### Cell placement, run 1

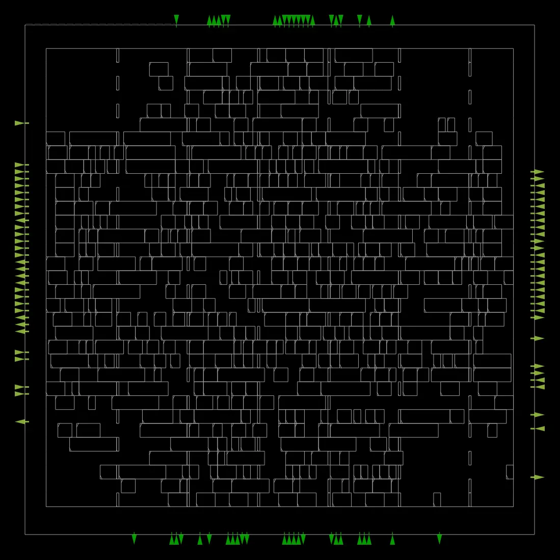
### Wiring by layer, run 1

Drawn at 3 px/um. Two of the layers only.
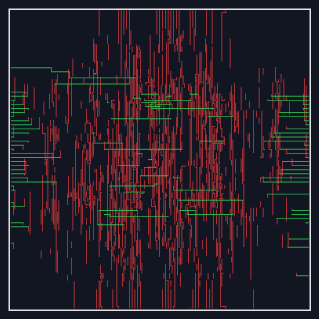
### Nets reached from selected ports, run 1

Drawn at 3 px/um.
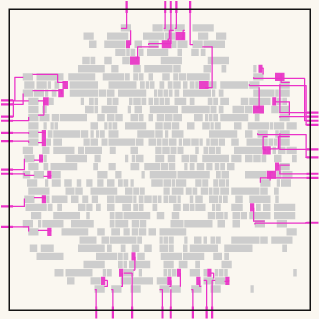
Design ifetcher_pcgen, sky130hd; sources not shown.
==> run_results.csv, run 1 <==
group,metric,value,unit
critical_path,r2r_slack,-100,ps
clock_network,ctsResizeCount,10,
yosys,yosys_area,2530,sq um
critical_path,crit_path_max_incr_delay,580,ps
critical_path,path_cells,"nand4_4 -> or4_4 -> nor3_4 -> a41oi_2 -> a2bb2oi_1",
critical_path,cp-end-kind,"flip-flop",
critical_path,cp-start-kind,"flip-flop",
yosys,ys_sh_aoi,25.3,%
critical_path,cp.arrival,2000,ps
layout,layout_top_cell,"buf_4",
status,violations,"negative setup slack",
sta,finalMaxSlewViolations,0,
grt,gr-total-overflow,0,
clock_network,cts_tree,"built",
critical_path,crit_type,"reg2reg",
place,dp_cells,604,
clock_network,clk_path_buf_depth,2,
place,dpl.hpwl,7690,um
yosys,topCombFamilyByArea,"simple AND/OR/NAND/NOR gates",
yosys,mappedNetlistArea,2530,sq um
sta,hold_violations,0,
layout,layout-drive-gt1-share,32.5,%
sta,grt_setup_unrepaired,"true",
yosys,async_flop_share,100,%
sta,totalNegativeSetupSlack,-571,ps
layout,stdcell_count,615,
clock_network,clkSinkCount,35,
clock_network,holdBufCountCts,1,
clock_network,numCtsBuffers,5,
yosys,yosysSeqAreaShare,34.6,%
job,openroad.warnings,29,
sta,clock.fmax,555,MHz
clock_network,clk_pin_slew,140,ps
yosys,top_area_share,34.6,%
drt,finalWirelength,9870,um
grt,grt_pass1_wl,16200,um
floorplan,die-area,9960,sq um
critical_path,critPathMaxFanout,7,
yosys,synth-seq-cells,35,
layout,area_growth,86.0,%
critical_path,critPathSlowestCell,"or4_4",
critical_path,required,1900,ps
status,outcome,"finished with violations",
floorplan,dieWidth,99.8,um
power,cellLeakagePower,1.97,nW
sta,finalSetupViolCount,10,
job,drv_cap,0,
yosys,ys_sh_xor,1.73,%
power,power_density,695,nW/um^2
yosys,ys_sh_simple,32.1,%
drt,detail-route-antenna-nets,0,
sta,fin_ws,-103,ps
power,peakVddDrop,621,uV
drt,drt-vias-per-instance,5.24,
yosys,mux_share,0.792,%
floorplan,initCoreUtil,30.8,%
yosys,yosys.area.top_type,"dfrtp_1",
yosys,synth.avg_cell_area,7.55,sq um
clock_network,cts.repair_timing.setup_buffer_count,2,
critical_path,rr_worst_depth,5,
yosys,synthFlopType,"dfrtp_1",
yosys,syn_inst,335,
yosys,fa_ha_area_share,0.990,%
grt,grt_max_degree,33,
hold_path,hp-class,"in2async",
yosys,yosys_warnings,0,
drt,vias,3222,
sta,fin_crit,1800,ps
layout,n_antenna_cell,0,
layout,final_util,57.3,%
Notes on 'Cell placement' above:
core area: 8220 sq um
Filler cells: 764

Notes on 'Wiring by layer' above:
Key: green = M3 [wire length 737 um]; red = M2 [wire length 4820 um]
Avg WL per Cell: 16.1 um
GR Util All Layers: 19.8%

Notes on 'Nets reached from selected ports' above:
Key: magenta = iJumpPC [bits 32, direction input, end cells 31, buffers 32, wire 563 um]
Buffers on Ports: 103
Top Ports: 106

-- run 1: per-stage QoR --
stage,instance area [sq um],setup slack (ps),hold WS (ps),total power [mW]
finish,4700,-103,402,3.27
global route,4700,-170,437,3.42
CTS,4660,-103,406,3.27
detailed placement,4530,-346,273,2.64
global placement,4530,-306,267,2.62
floorplan,2560,-329,-5.59,1.76
-- run 1: critical path, delay by kind of cell (launching register included) --
| kind | cells | cell delay (ps) |
|---|---|---|
| compound gates | 2 | 300 |
| simple gates | 3 | 920 |
| flops | 1 | 410 |
-- run 1: synth_stat cells, types with 3 or more instances --
| master | instances |
|---|---|
| buf_1 | 3 |
| nor2_1 | 26 |
| a21oi_1 | 46 |
| o21ai_0 | 26 |
| nor4_1 | 4 |
| nor3_1 | 13 |
| o21ai_1 | 4 |
| o21bai_1 | 3 |
| nand3_1 | 13 |
| nand4_1 | 10 |
| and3b_1 | 6 |
| clkbuf_1 | 14 |
| o22ai_1 | 6 |
| inv_1 | 5 |
| xor2_1 | 3 |
| and4_1 | 4 |
| dfrtp_1 | 35 |
| nand2_1 | 59 |
| a2bb2oi_1 | 6 |
| and3_1 | 7 |
-- run 1: routing by layer --
layer  part of all wire (%)  global-route usage (%)
met4                    1.0                    4.10
met1                     43                    25.8
met3                    7.5                    3.89
met5                      0                       0
met2                     49                    34.3
-- run 1: cell type report --
type | instances | area [sq um] | area share [%]
Clock buffer | 5 | 37.5 | 0.798
Tap cell | 105 | 131 | 2.79
Multi-Input combinational cell | 276 | 1630 | 34.6
Inverter | 5 | 18.8 | 0.399
Timing Repair Buffer | 186 | 1950 | 41.5
Clock inverter | 3 | 38.8 | 0.824
Sequential cell | 35 | 897 | 19.1
-- run 1: power breakdown --
group	internal, mW	switching [mW]
registers	0.947	0.0906
logic	0.771	0.842
clock network	0.303	0.315
### I/O pins on the die edge, run 1

Drawn at 4 px/um. Pins as bars across the die edge, other pins in grey.
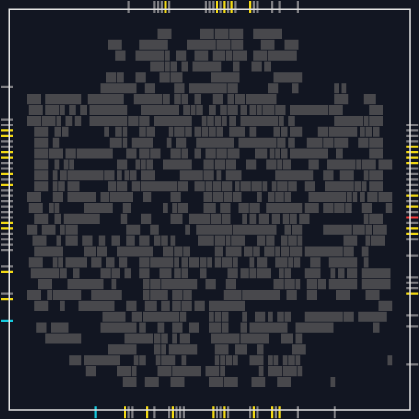

--- run 2 (diff from run 1) ---
--- a/config.mk
+++ b/config.mk
@@ -6,11 +6,11 @@
 export NUM_CORES = 1
 export LEC_CHECK = 0
 export CAP_MARGIN = 20
-export CORE_MARGIN = 4
 export CORE_UTILIZATION = 30
 export CTS_BUF_LIST = sky130_fd_sc_hd__clkbuf_4
 export CTS_CLUSTER_SIZE = 24
 export DETAILED_ROUTE_END_ITERATION = 12
+export GPL_ROUTABILITY_DRIVEN = 1
 export PLACE_DENSITY = 0.64
 export SLEW_MARGIN = 40
 export SYNTH_ARGS = -nofsm -noshare
==> constraint.sdc (replaced) <==
create_clock -name iClk -period 1.45 [get_ports iClk]
set_clock_uncertainty 0.05 [all_clocks]
set_input_delay 0.29 -clock iClk [delete_from_list [all_inputs] [get_ports iClk]]
set_output_delay 0.29 -clock iClk [all_outputs]
set_load 0.05 [all_outputs]
### I/O pins on the die edge, run 2

Drawn at 4 px/um. Pins as bars across the die edge, other pins in grey.
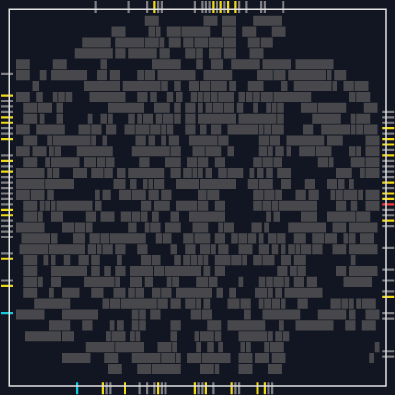
Key: cyan = oEpoch [pins 2, direction output, edge 1 left, 1 bottom]; red = iTrapVld [pins 1, direction input, edge right]; yellow = iJumpPC [pins 32, direction input, edge 10 left, 9 right, 8 bottom, 5 top]
Die W: 93.8 um
Die H: 93.8 um

==> run_results.csv, run 2 <==
group,metric,value,unit
place,dp_cells,616,
yosys,synth-seq-cells,35,
grt,antenna_found_initial,0,
hold_path,hp-class,"in2async",
critical_path,critPathSlowestCell,"or4_4",
layout,n_fill_cell,753,
yosys,most_common_cell,"nand2_1",
yosys,area_leaders,"dfrtp_1 (35%), a21oi_1 (9.1%), nand2_1 (8.8%), o21ai_0 (5.1%), nor2_1 (3.9%)",
drt,vias,3285,
critical_path,crit_path_max_incr_delay,590,ps
grt,gr-total-overflow,0,
critical_path,required,1640,ps
drt,detail-route-antenna-nets,0,
layout,layout_top_cell,"buf_4",
yosys,common_cells,"nand2_1 (59), a21oi_1 (46), dfrtp_1 (35)",
floorplan,top_level_ports,106,
yosys,yosys-stat-cells,335,
clock_network,htreeDepth,2,
sta,totalNegativeSetupSlack,-4610,ps
yosys,mux_share,0.792,%
place,io_buffers,103,
grt,globalRouteMet2Util,39.2,%
drt,finalWirelength,9820,um
sta,finalSetupViolCount,24,
critical_path,path_cells,"nand4_1 -> or4_4 -> nor3_4 -> a41oi_1 -> a2bb2oi_1",
power,power_density,783,nW/um^2
critical_path,crit_type,"reg2reg",
grt,grt_pass1_wl,15800,um
drt,drt-vias-per-instance,5.25,
yosys,synthFlopType,"dfrtp_1",
yosys,synth-edff-count,0,
layout,largest_reg_flops,30,
place,dpl_cell_area,4670,sq um
floorplan,die-area,8800,sq um
yosys,yosysSeqAreaShare,34.6,%
job,openroad.warnings,29,
layout,layout-drive-gt1-share,34.9,%
yosys,fa_ha_area_share,0.990,%
yosys,ys_sh_xor,1.73,%
yosys,syn_inst,335,
floorplan,num_rows,33,
critical_path,rr_worst_depth,5,
grt,grt_use_met3,3.64,%
layout,lay_top_cells,"buf_4 (79), clkdlybuf4s50_1 (67), nand2_1 (55)",
drt,dr.pass1.iters,5,
yosys,async_flop_share,100,%
critical_path,worst_path_dominant_cell_family,"simple AND/OR/NAND/NOR gates",
yosys,synth.avg_cell_area,7.55,sq um
grt,grt_util_met1,30.0,%
yosys,ys_sh_simple,32.1,%
clock_network,clockRootBuffer,"clkbuf_4",
yosys,top_area_share,34.6,%
critical_path,cp.arrival,2010,ps
clock_network,clkSinkCount,35,
status,outcome,"finished with violations",
sta,fin_ws,-366,ps
grt,grt_pass1_vias,3294,
yosys,topCombFamilyByArea,"simple AND/OR/NAND/NOR gates",
grt,grt_usage,23.2,%
drt,drcViolationCount,0,
critical_path,cp-end-kind,"flip-flop",
power,peakVddDrop,668,uV
clock_network,numCtsBuffers,5,
layout,n_antenna_cell,0,
critical_path,cp-start-kind,"flip-flop",
place,pre_cts_ws,-495,ps
yosys,yosys_area,2530,sq um
job,drv_cap,0,
clock_network,clk_pin_slew,120,ps
place,gp_congestion,0.856,
clock_network,insertion_delay,350,ps
clock_network,clk_path_buf_depth,2,
layout,final_cell_area,4880,sq um
layout,area_growth,93.1,%
sta,clock.fmax,551,MHz
sta,finalMaxSlewViolations,0,
yosys,mappedNetlistArea,2530,sq um
yosys,ys_sh_aoi,25.3,%
yosys,post_synth_num_cell_types,51,
yosys,yosys.area.top_type,"dfrtp_1",
sta,min_period_over_period,125,%
power,cellLeakagePower,2.04,nW
critical_path,critPathMaxFanout,7,
sta,hold_violations,0,
grt,top_usage_layer,"met2",
layout,finalNetCount,592,
place,dpl.hpwl,7600,um
status,violations,"negative setup slack",
clock_network,cts_tree,"built",
critical_path,path_buffers,0,
floorplan,initCoreUtil,30.9,%
grt,grt_max_degree,21,
floorplan,coreArea,8180,sq um
drt,drt_iter0_drc,128,
yosys,yosys_warnings,0,
drt,detail_route.wl_per_cell,15.7,um
critical_path,r2r_slack,-370,ps
sta,grt_setup_unrepaired,"true",
critical_path,crit_cells,5,
layout,stdcell_count,626,
sta,fin_crit,1820,ps
[run 2: cell counts after synthesis]
No cell type changed its count.
[run 2: repair_timing]
| item | CTS | global route |
|---|---|---|
| buffers inserted | 1 | 0 |
| setup endpoints to repair | 34 | 48 |
| resized | 22 | 23 |
| pin swaps | 10 | 5 |
| hold endpoints to repair | 14 | 0 |
| gates cloned | 0 | 0 |
| hold buffers | 1 | 0 |
[run 2: routing by layer]
| metal | wire length [um] | vias up |
|---|---|---|
| met1 | 4470 | 1540 |
| met2 | 4640 | 121 |
| li1 | - | 1606 |
| met4 | 175 | 0 |
| met5 | 0 | - |
| met3 | 542 | 18 |
[run 2: worst reg2reg max path: cells and delay by family (launching register included)]
family,cells,cell delay [ps]
simple gates,3,950
flops,1,400
compound gates,2,320
[run 2: stage by stage]
| stage | total power, mW | utilization, % | hold WS, ps |
|---|---|---|---|
| floorplan | 2.06 | - | -55.6 |
| global placement | 3.19 | 57.1 | 175 |
| detailed placement | 3.22 | 57.1 | 180 |
| CTS | 3.81 | 59.0 | 334 |
| global route | 4.01 | 59.7 | 335 |
| finish | 3.83 | 59.7 | 323 |
[run 2: cell type report]
| type | instances | area [sq um] | area share, % |
|---|---|---|---|
| repair buffers | 197 | 2130 | 43.6 |
| flip-flops and latches | 35 | 898 | 18.4 |
| well taps | 105 | 131 | 2.69 |
| inverters | 5 | 18.8 | 0.384 |
| multi-input cells | 276 | 1650 | 33.8 |
| clock inverters | 2 | 7.51 | 0.154 |
| clock buffers | 6 | 45.0 | 0.923 |
[run 2: where the power goes]
group          total (mW)  internal [mW]  switching, mW  leakage (nW)
logic                2.03           1.03          0.997          1.59
registers            1.25           1.11          0.135         0.419
clock network       0.552          0.199          0.354        0.0307
Power figures rest on the tool's default switching activity, not on a simulated workload.
